File: src/rtl/llc_set_reader_pkg.sv
// Shared LLC cache types and constants used by the set reader and its per-way buffers.
package llc_set_reader_pkg;

    localparam int unsigned LLC_WAYS      = 8;
    localparam int unsigned LLC_NUM_PORTS = LLC_WAYS;
    localparam int unsigned LLC_WAY_BITS  = 3;
    localparam int unsigned LLC_SET_BITS  = 8;
    localparam int unsigned LLC_TAG_BITS  = 16;
    localparam int unsigned LINE_BITS     = 64;
    localparam int unsigned STATE_BITS    = 3;
    localparam int unsigned SHARERS_BITS  = 16;
    localparam int unsigned OWNER_BITS    = 4;

    typedef logic [LLC_SET_BITS-1:0] llc_set_t;
    typedef logic [LLC_WAY_BITS-1:0] llc_way_t;
    typedef logic [STATE_BITS-1:0]   llc_state_t;
    typedef logic                    hprot_t;
    typedef logic [LINE_BITS-1:0]    line_t;
    typedef logic [LLC_TAG_BITS-1:0] llc_tag_t;
    typedef logic [SHARERS_BITS-1:0] sharers_t;
    typedef logic [OWNER_BITS-1:0]   owner_t;

    localparam llc_state_t INVALID   = 3'd0;
    localparam llc_state_t VALID     = 3'd1;
    localparam llc_state_t SHARED    = 3'd2;
    localparam llc_state_t EXCLUSIVE = 3'd3;
    localparam llc_state_t MODIFIED  = 3'd4;

    typedef enum logic [1:0] {
        IDLE = 2'd0,
        WAIT = 2'd1,
        HOLD = 2'd2
    } llc_set_reader_state_t;

endpackage

File: src/rtl/llc_way_buf.sv
// One way of the set buffer: registers the memory read data, merged with
// write-back snoops (flush beats write, write beats memory data).
module llc_way_buf
    import llc_set_reader_pkg::*;
(
    input  logic       clk,
    input  logic       rst,
    input  logic       load,
    input  logic       wr_hit,
    input  logic       flush,
    input  logic       mem_dirty_bit,
    input  llc_state_t mem_state,
    input  hprot_t     mem_hprot,
    input  line_t      mem_line,
    input  llc_tag_t   mem_tag,
    input  sharers_t   mem_sharers,
    input  owner_t     mem_owner,
    input  logic       wr_dirty_bit,
    input  llc_state_t wr_state,
    input  hprot_t     wr_hprot,
    input  line_t      wr_line,
    input  llc_tag_t   wr_tag,
    input  sharers_t   wr_sharers,
    input  owner_t     wr_owner,
    output logic       dirty_bit,
    output llc_state_t state,
    output hprot_t     hprot,
    output line_t      line,
    output llc_tag_t   tag,
    output sharers_t   sharers,
    output owner_t     owner
);

    logic       dirty_bit_d;
    llc_state_t state_d;
    hprot_t     hprot_d;
    line_t      line_d;
    llc_tag_t   tag_d;
    sharers_t   sharers_d;
    owner_t     owner_d;

    // Later assignments win: memory < write-back write < flush.
    always_comb begin
        dirty_bit_d = dirty_bit;
        state_d     = state;
        hprot_d     = hprot;
        line_d      = line;
        tag_d       = tag;
        sharers_d   = sharers;
        owner_d     = owner;
        if (load) begin
            dirty_bit_d = mem_dirty_bit;
            state_d     = mem_state;
            hprot_d     = mem_hprot;
            line_d      = mem_line;
            tag_d       = mem_tag;
            sharers_d   = mem_sharers;
            owner_d     = mem_owner;
        end
        if (wr_hit) begin
            dirty_bit_d = wr_dirty_bit;
            state_d     = wr_state;
            hprot_d     = wr_hprot;
            line_d      = wr_line;
            tag_d       = wr_tag;
            sharers_d   = wr_sharers;
            owner_d     = wr_owner;
        end
        if (flush) begin
            state_d     = INVALID;
            dirty_bit_d = 1'b0;
            sharers_d   = '0;
        end
    end

    always_ff @(posedge clk or negedge rst) begin
        if (!rst) begin
            dirty_bit <= 1'b0;
            state     <= INVALID;
            hprot     <= '0;
            line      <= '0;
            tag       <= '0;
            sharers   <= '0;
            owner     <= '0;
        end else begin
            dirty_bit <= dirty_bit_d;
            state     <= state_d;
            hprot     <= hprot_d;
            line      <= line_d;
            tag       <= tag_d;
            sharers   <= sharers_d;
            owner     <= owner_d;
        end
    end

endmodule

File: src/rtl/llc_set_reader.sv
// Reads every way of one LLC set into per-way buffers for the process stage,
// snooping the write-back port so held buffers stay coherent with memory.
module llc_set_reader
    import llc_set_reader_pkg::*;
#(
    parameter int unsigned RD_LATENCY = 1
) (
    input  logic                     clk,
    input  logic                     rst,
    input  logic                     rd_req_valid,
    output logic                     rd_req_ready,
    input  llc_set_t                 rd_req_set,
    output logic                     rd_mem_en,
    output llc_set_t                 rd_mem_set,
    input  logic                     rd_dirty_bits [LLC_WAYS],
    input  llc_state_t               rd_states     [LLC_WAYS],
    input  hprot_t                   rd_hprots     [LLC_WAYS],
    input  line_t                    rd_lines      [LLC_WAYS],
    input  llc_tag_t                 rd_tags       [LLC_WAYS],
    input  sharers_t                 rd_sharers    [LLC_WAYS],
    input  owner_t                   rd_owners     [LLC_WAYS],
    input  llc_way_t                 rd_evict_way,
    input  logic                     wr_en,
    input  logic                     wr_en_evict_way,
    input  logic [LLC_NUM_PORTS-1:0] wr_rst_flush,
    input  llc_set_t                 wr_set,
    input  llc_way_t                 wr_way,
    input  logic                     wr_data_dirty_bit,
    input  llc_state_t               wr_data_state,
    input  hprot_t                   wr_data_hprot,
    input  line_t                    wr_data_line,
    input  llc_tag_t                 wr_data_tag,
    input  sharers_t                 wr_data_sharers,
    input  owner_t                   wr_data_owner,
    input  llc_way_t                 wr_data_evict_way,
    output logic                     bufs_valid,
    output llc_set_t                 bufs_set,
    input  logic                     bufs_done,
    output logic                     dirty_bits_buf [LLC_WAYS],
    output llc_state_t               states_buf     [LLC_WAYS],
    output hprot_t                   hprots_buf     [LLC_WAYS],
    output line_t                    lines_buf      [LLC_WAYS],
    output llc_tag_t                 tags_buf       [LLC_WAYS],
    output sharers_t                 sharers_buf    [LLC_WAYS],
    output owner_t                   owners_buf     [LLC_WAYS],
    output llc_way_t                 evict_way_buf
);

    localparam int unsigned CNT_W = 2;

    llc_set_reader_state_t state_q, state_d;
    logic [CNT_W-1:0]      cnt_q, cnt_d;
    llc_set_t              cur_set_q, cur_set_d;
    logic                  latch;
    logic                  snoop;
    llc_way_t              evict_d;
    logic [LLC_WAYS-1:0]   way_hit;
    logic [LLC_WAYS-1:0]   way_flush;

    always_ff @(posedge clk or negedge rst) begin
        if (!rst) begin
            state_q      <= IDLE;
            cnt_q        <= '0;
            cur_set_q    <= '0;
            rd_req_ready <= 1'b1;
            bufs_valid   <= 1'b0;
            bufs_set     <= '0;
        end else begin
            state_q      <= state_d;
            cnt_q        <= cnt_d;
            cur_set_q    <= cur_set_d;
            rd_req_ready <= (state_d == IDLE);
            bufs_valid   <= (state_d == HOLD);
            if (latch) begin
                bufs_set <= cur_set_q;
            end
        end
    end

    // Memory address/enable go out in the accept cycle so data lands RD_LATENCY later.
    always_comb begin
        state_d    = state_q;
        cnt_d      = cnt_q;
        cur_set_d  = cur_set_q;
        rd_mem_en  = 1'b0;
        rd_mem_set = cur_set_q;
        latch      = 1'b0;
        unique case (state_q)
            IDLE: begin
                if (rd_req_valid) begin
                    rd_mem_en  = 1'b1;
                    rd_mem_set = rd_req_set;
                    cur_set_d  = rd_req_set;
                    cnt_d      = CNT_W'(RD_LATENCY - 1);
                    state_d    = WAIT;
                end
            end
            WAIT: begin
                if (cnt_q != '0) begin
                    cnt_d = cnt_q - CNT_W'(1);
                end else begin
                    latch   = 1'b1;
                    state_d = HOLD;
                end
            end
            HOLD: begin
                if (bufs_done) begin
                    state_d = IDLE;
                end
            end
            default: state_d = IDLE;
        endcase
    end

    // Earlier WAIT cycles need no snoop: memory is write-first.
    assign snoop = (latch || (state_q == HOLD)) && (wr_set == cur_set_q);

    always_comb begin
        evict_d = evict_way_buf;
        if (latch) begin
            evict_d = rd_evict_way;
        end
        if (snoop && wr_en_evict_way) begin
            evict_d = wr_data_evict_way;
        end
    end

    always_ff @(posedge clk or negedge rst) begin
        if (!rst) begin
            evict_way_buf <= '0;
        end else begin
            evict_way_buf <= evict_d;
        end
    end

    for (genvar w = 0; w < LLC_WAYS; w++) begin : g_way
        assign way_hit[w]   = snoop && wr_en && (wr_way == LLC_WAY_BITS'(w));
        assign way_flush[w] = snoop && wr_rst_flush[w];

        llc_way_buf u_way_buf (
            .clk           (clk),
            .rst           (rst),
            .load          (latch),
            .wr_hit        (way_hit[w]),
            .flush         (way_flush[w]),
            .mem_dirty_bit (rd_dirty_bits[w]),
            .mem_state     (rd_states[w]),
            .mem_hprot     (rd_hprots[w]),
            .mem_line      (rd_lines[w]),
            .mem_tag       (rd_tags[w]),
            .mem_sharers   (rd_sharers[w]),
            .mem_owner     (rd_owners[w]),
            .wr_dirty_bit  (wr_data_dirty_bit),
            .wr_state      (wr_data_state),
            .wr_hprot      (wr_data_hprot),
            .wr_line       (wr_data_line),
            .wr_tag        (wr_data_tag),
            .wr_sharers    (wr_data_sharers),
            .wr_owner      (wr_data_owner),
            .dirty_bit     (dirty_bits_buf[w]),
            .state         (states_buf[w]),
            .hprot         (hprots_buf[w]),
            .line          (lines_buf[w]),
            .tag           (tags_buf[w]),
            .sharers       (sharers_buf[w]),
            .owner         (owners_buf[w])
        );
    end

endmodule

File: config.mk
export PLATFORM = sky130hd
export DESIGN_NAME = llc_set_reader
export DESIGN_NICKNAME = d
export VERILOG_FILES = /design/src/rtl/llc_set_reader_pkg.sv /design/src/rtl/llc_way_buf.sv /design/src/rtl/llc_set_reader.sv
export SDC_FILE = /design/constraint.sdc
export NUM_CORES = 2
export LEC_CHECK = 0
export ABC_AREA = 0
export CAP_MARGIN = 25
export CELL_PAD_IN_SITES_DETAIL_PLACEMENT = 1
export CELL_PAD_IN_SITES_GLOBAL_PLACEMENT = 1
export CORE_AREA = 10 10 716 718
export CTS_CLUSTER_DIAMETER = 50
export DETAILED_ROUTE_END_ITERATION = 8
export DIE_AREA = 0 0 726 728
export GPL_TIMING_DRIVEN = 0
export PLACE_DENSITY_LB_ADDON = 0.1
export SYNTH_ARGS = -nofsm -noshare
export SYNTH_HDL_FRONTEND = slang
export SYNTH_SLANG_ARGS = --single-unit
export TNS_END_PERCENT = 10
File: constraint.sdc
create_clock -name clk -period 5.5 [get_ports clk]
set_clock_uncertainty 0.2 [all_clocks]
set_input_delay 0.825 -clock clk [delete_from_list [all_inputs] [get_ports clk]]
set_output_delay 0.825 -clock clk [all_outputs]
set_load 0.01 [all_outputs]
power_grid.png
Scale bar: 200 µm. Pins as bars on the die edge.
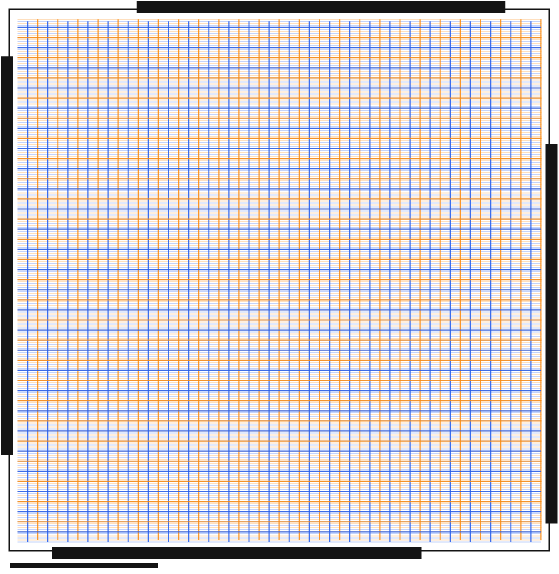
- blue: VSS
- orange: VDD
- signal pins: 1846
- met5 straps: 51
- met4 straps: 52

placement_by_type.png
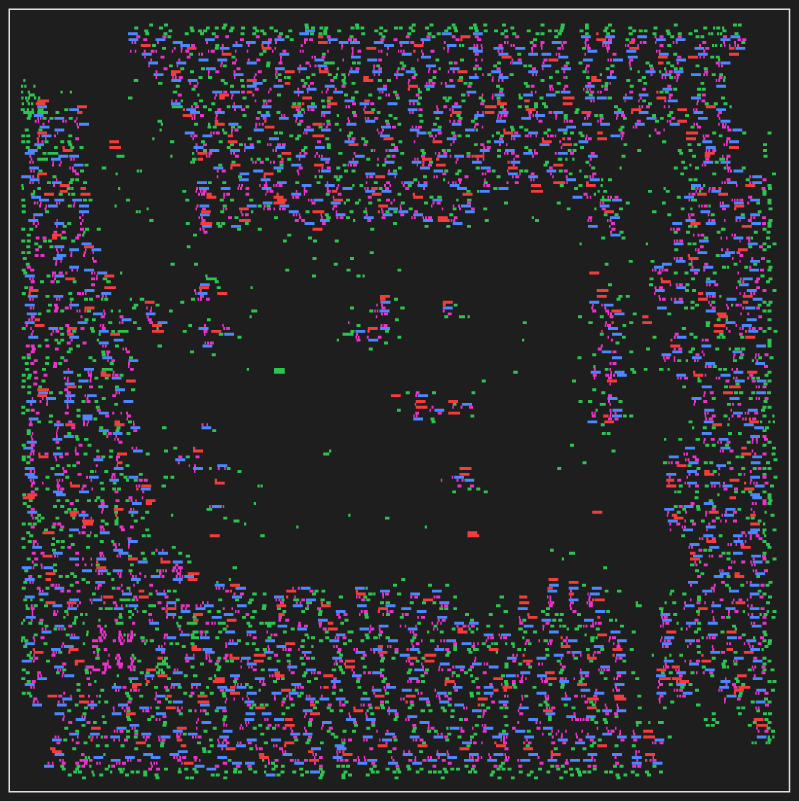
- red: clock drivers and dummy loads (cells 484)
- magenta: combinational and other logic (cells 2643)
- green: remaining buffers and delay cells (cells 2190)
- blue: sequential cells (cells 865)
flop share of the area: 28.0%
core area: 497000 µm²
design area: 77300 µm²
fin util: 15.6%

clk_routes.png
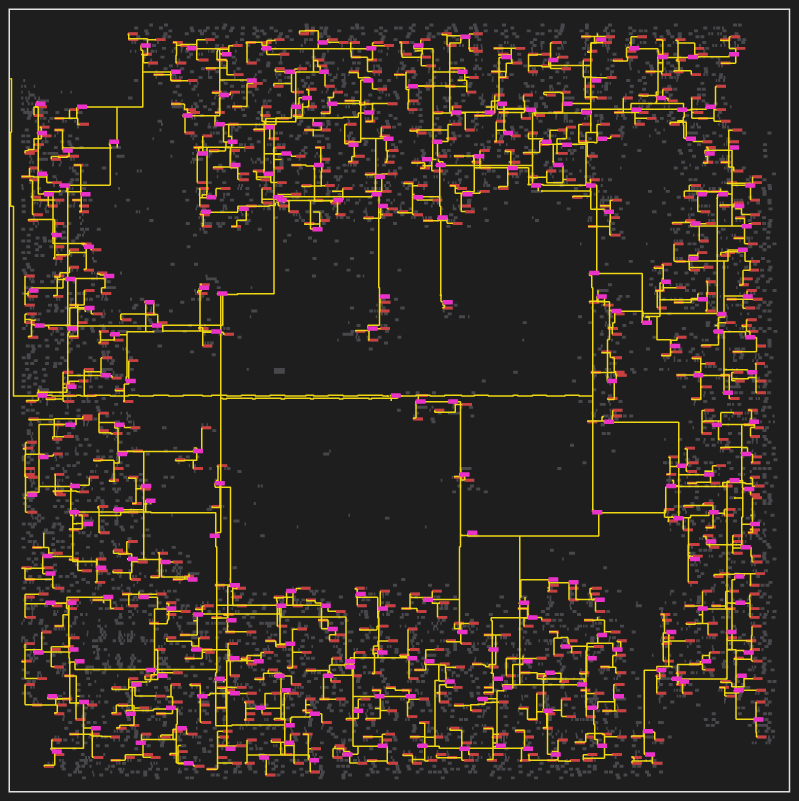
- red: flip-flops (count 865)
- magenta: clock drivers (count 272)
- yellow: clock wires (length 26.3 mm)
- routed clock nets: 273
- flops lie: spread over the die
clk_lat worst skew: 0.91 ns
clock-net power: 0.0169 W
Clock power frac: 32.9%

wires.png
Scale bar: 200 µm.
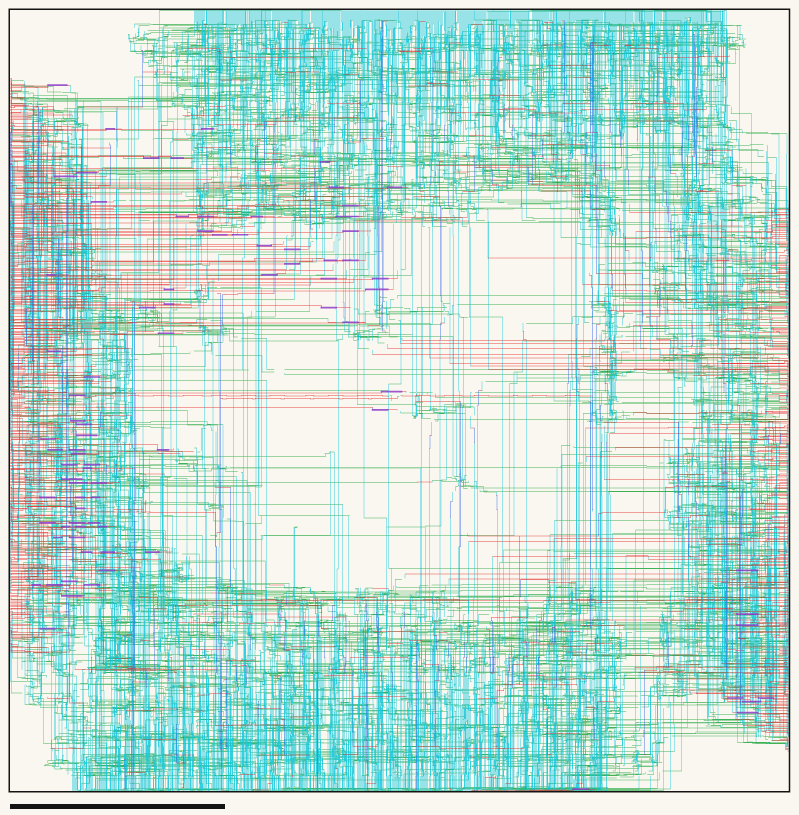
- green: metal 1 (wire length 167 mm)
- purple: metal 5 (wire length 1120 µm)
- blue: metal 4 (wire length 14100 µm)
- cyan: metal 2 (wire length 248 mm)
- red: metal 3 (wire length 45.4 mm)
Total Routed Length: 475 mm
Vias: 42127
WL/cell: 36.8 µm
Total GRT Usage: 17.2%

==> results.cfg <==
; yosys + openroad results
[global_routing]
grt_pass1_vias = 45414
grt_max_degree = 126
antenna_found_initial = 368
grt_overflow_total = 0

[critical_path]
path_max_fanout = 9
crit_required_ns = 4.47
arrival_ns = 3.46
start_kind = flip-flop

[cells_and_area]
area_growth_pct = 89.3
drive_gt1_share_pct = 12.6
regArea_um2 = 21600
lay_top_cells = clkdlybuf4s50_1 (1739), dfrtp_1 (864), mux2i_1 (840)
final_common_cell = clkdlybuf4s50_1
nNetsFinal = 6957

[logic_synthesis]
synth_area_um2 = 40900
synth.area.mux_share_pct = 20.8
synthTopCellsByArea = dfrtp_1 (53%), mux2i_1 (21%), a21oi_1 (8.3%)
synthAoiAreaFrac_pct = 11.0
syn_inst = 3912
synth_top_flop_cell = dfrtp_1
synth_nets = 4897
ys_async_sr_fraction_pct = 100
edf_count = 0
synth-simple-area-share_pct = 8.70
yosys.area.top_type = dfrtp_1
synth_top_area_share_pct = 52.9
synth-xor-area-share_pct = 0.171
ys_area_um2 = 40900
logic_family = multiplexers

[sta]
finalSetupTns_ns = 0
grt_setup_unrepaired = no
drv_slew = 0
tightest_slew_ns = 1.09
min_period_over_period_pct = 81.5
fmax_mhz = 223
hold_viol_final = 0
slew_headroom_pct = 27.3

[placement]
place_congestion = 0.815
hpwlAfterDp_mm = 392

[routing]
drc_errors = 0
wl_met1_mm = 167
viasPerCell = 3.26
wl_met2_mm = 248
final_antenna_net_count = 0

[die]
die_w_um = 726
chipArea_um2 = 529000
die_h_um = 728
rows = 259
pin_count = 1846

[status]
status = complete, no violations

[cts]
clock_sinks = 865
cts_tree = built
cts_max_path_buffers = 4
path_clk_slew_ns = 0.05
htreeDepth = 5

[run]
warning_count = 63

[worst_hold_path]
hold_path.class = in2reg

[power_and_ir_drop]
finalPower_w = 0.0513
vdd_ir_drop_max_mv = 0.327
p_per_area_nw_per_um2 = 663
[power breakdown]
part           switching, W  total [W]  internal [W]
combinational        0.0124     0.0225        0.0101
clock               0.00543     0.0169        0.0114
sequential          0.00224     0.0120       0.00974
total                0.0201     0.0513        0.0312
[critical path, cell delays in order (launching register included)]
cell and delay, ns:
dfrtp_1 0.44, nor3b_1 0.57, clkbuf_1 0.56, mux2_2 0.42, clkdlybuf4s50_1 0.56
[worst paths after layout]
| check | slack, ns | endpoint | depth (start not counted) | startpoint |
|---|---|---|---|---|
| max in group asynchronous | 1.57 | g_way[6].u_way_buf.tag[0] | 6 | rst |
| worst max register to register | 1.85 | g_way[4].u_way_buf.sharers[8] | 11 | cnt_q[0] |
| min in group asynchronous | 0.21 | g_way[2].u_way_buf.sharers[9] | 2 | rst |
| worst max-delay path | 1.02 | rd_mem_set[7] | 4 | state_q[0] |
| worst min register to register | 0.28 | g_way[5].u_way_buf.state[1] | 2 | g_way[5].u_way_buf.state[1] |
| worst min-delay path | 0.15 | g_way[6].u_way_buf.tag[2] | 3 | wr_data_tag[2] |
[kinds of logic after synthesis]
kind of cell / after synthesis
flip-flops: 865
AND/OR/NAND/NOR: 910
multiplexers: 848
AND-OR/OR-AND: 873
adder cells (fa/ha/maj): 1
XOR/XNOR: 8
buffers and inverters: 407
[registers in the layout, indices dropped and copies added (netlist names)]
| name | count |
|---|---|
| g_way.u_way_buf.line | 512 |
| g_way.u_way_buf.sharers | 128 |
| g_way.u_way_buf.tag | 128 |
| g_way.u_way_buf.owner | 32 |
| g_way.u_way_buf.state | 24 |
| bufs_set | 8 |
| cur_set_q | 8 |
| g_way.u_way_buf.dirty_bit | 8 |
| g_way.u_way_buf.hprot | 8 |
| evict_way_buf | 3 |
| cnt_q | 2 |
| state_q | 2 |
| bufs_valid | 1 |
| rd_req_ready | 1 |
[what timing repair did]
action	4_1_cts	5_1_grt
hold buffers	1	0
gates resized	0	0
hold endpoints to repair	63	0
[final cells by class]
type                    count  share of cell area, %
repair buffers           1786                   23.7
well taps                6655                   10.8
plain buffers             404                   3.36
multi-input cells        2640                   21.5
diodes                     89                  0.288
clock buffers             383                   10.2
clock inverters           101                   2.15
flip-flops and latches    865                   28.0
inverters                   3                 0.0146
[Yosys cell counts, types with 4 or more instances]
cell type  instances
a31o_2             4
a21oi_2            7
nor2_2             6
clkbuf_2          66
nand2_1          193
buf_1             27
a41oi_1            8
clkbuf_1         132
nor2_1           681
o21ai_1           23
buf_6            113
buf_2             50
a21oi_1          674
o21ai_0          141
mux2i_1          840
mux2_2             8
dfrtp_1          864
xor2_1             8
nor2b_1            6
a22o_1             9
nand4_1            8
buf_4             16
[layer usage]
layer / vias to the layer above / global-route usage [%]
li1: 17791 / -
met1: 21352 / 17.2
met2: 1914 / 32.3
met3: 900 / 7.84
met4: 170 / 4.05
met5: - / 0
[stage by stage]
stage | std cells | instance area (µm²) | setup WS [ns]
detailed placement | 12348 | 67500 | 0.844
finish | 12926 | 77300 | 1.02
CTS | 12833 | 77000 | 0.728
global placement | 12307 | 66600 | -49.56
floorplan | 3912 | 40900 | 2.71
global route | 12864 | 77200 | 0.781
Power is estimated from default activity; no workload was simulated.
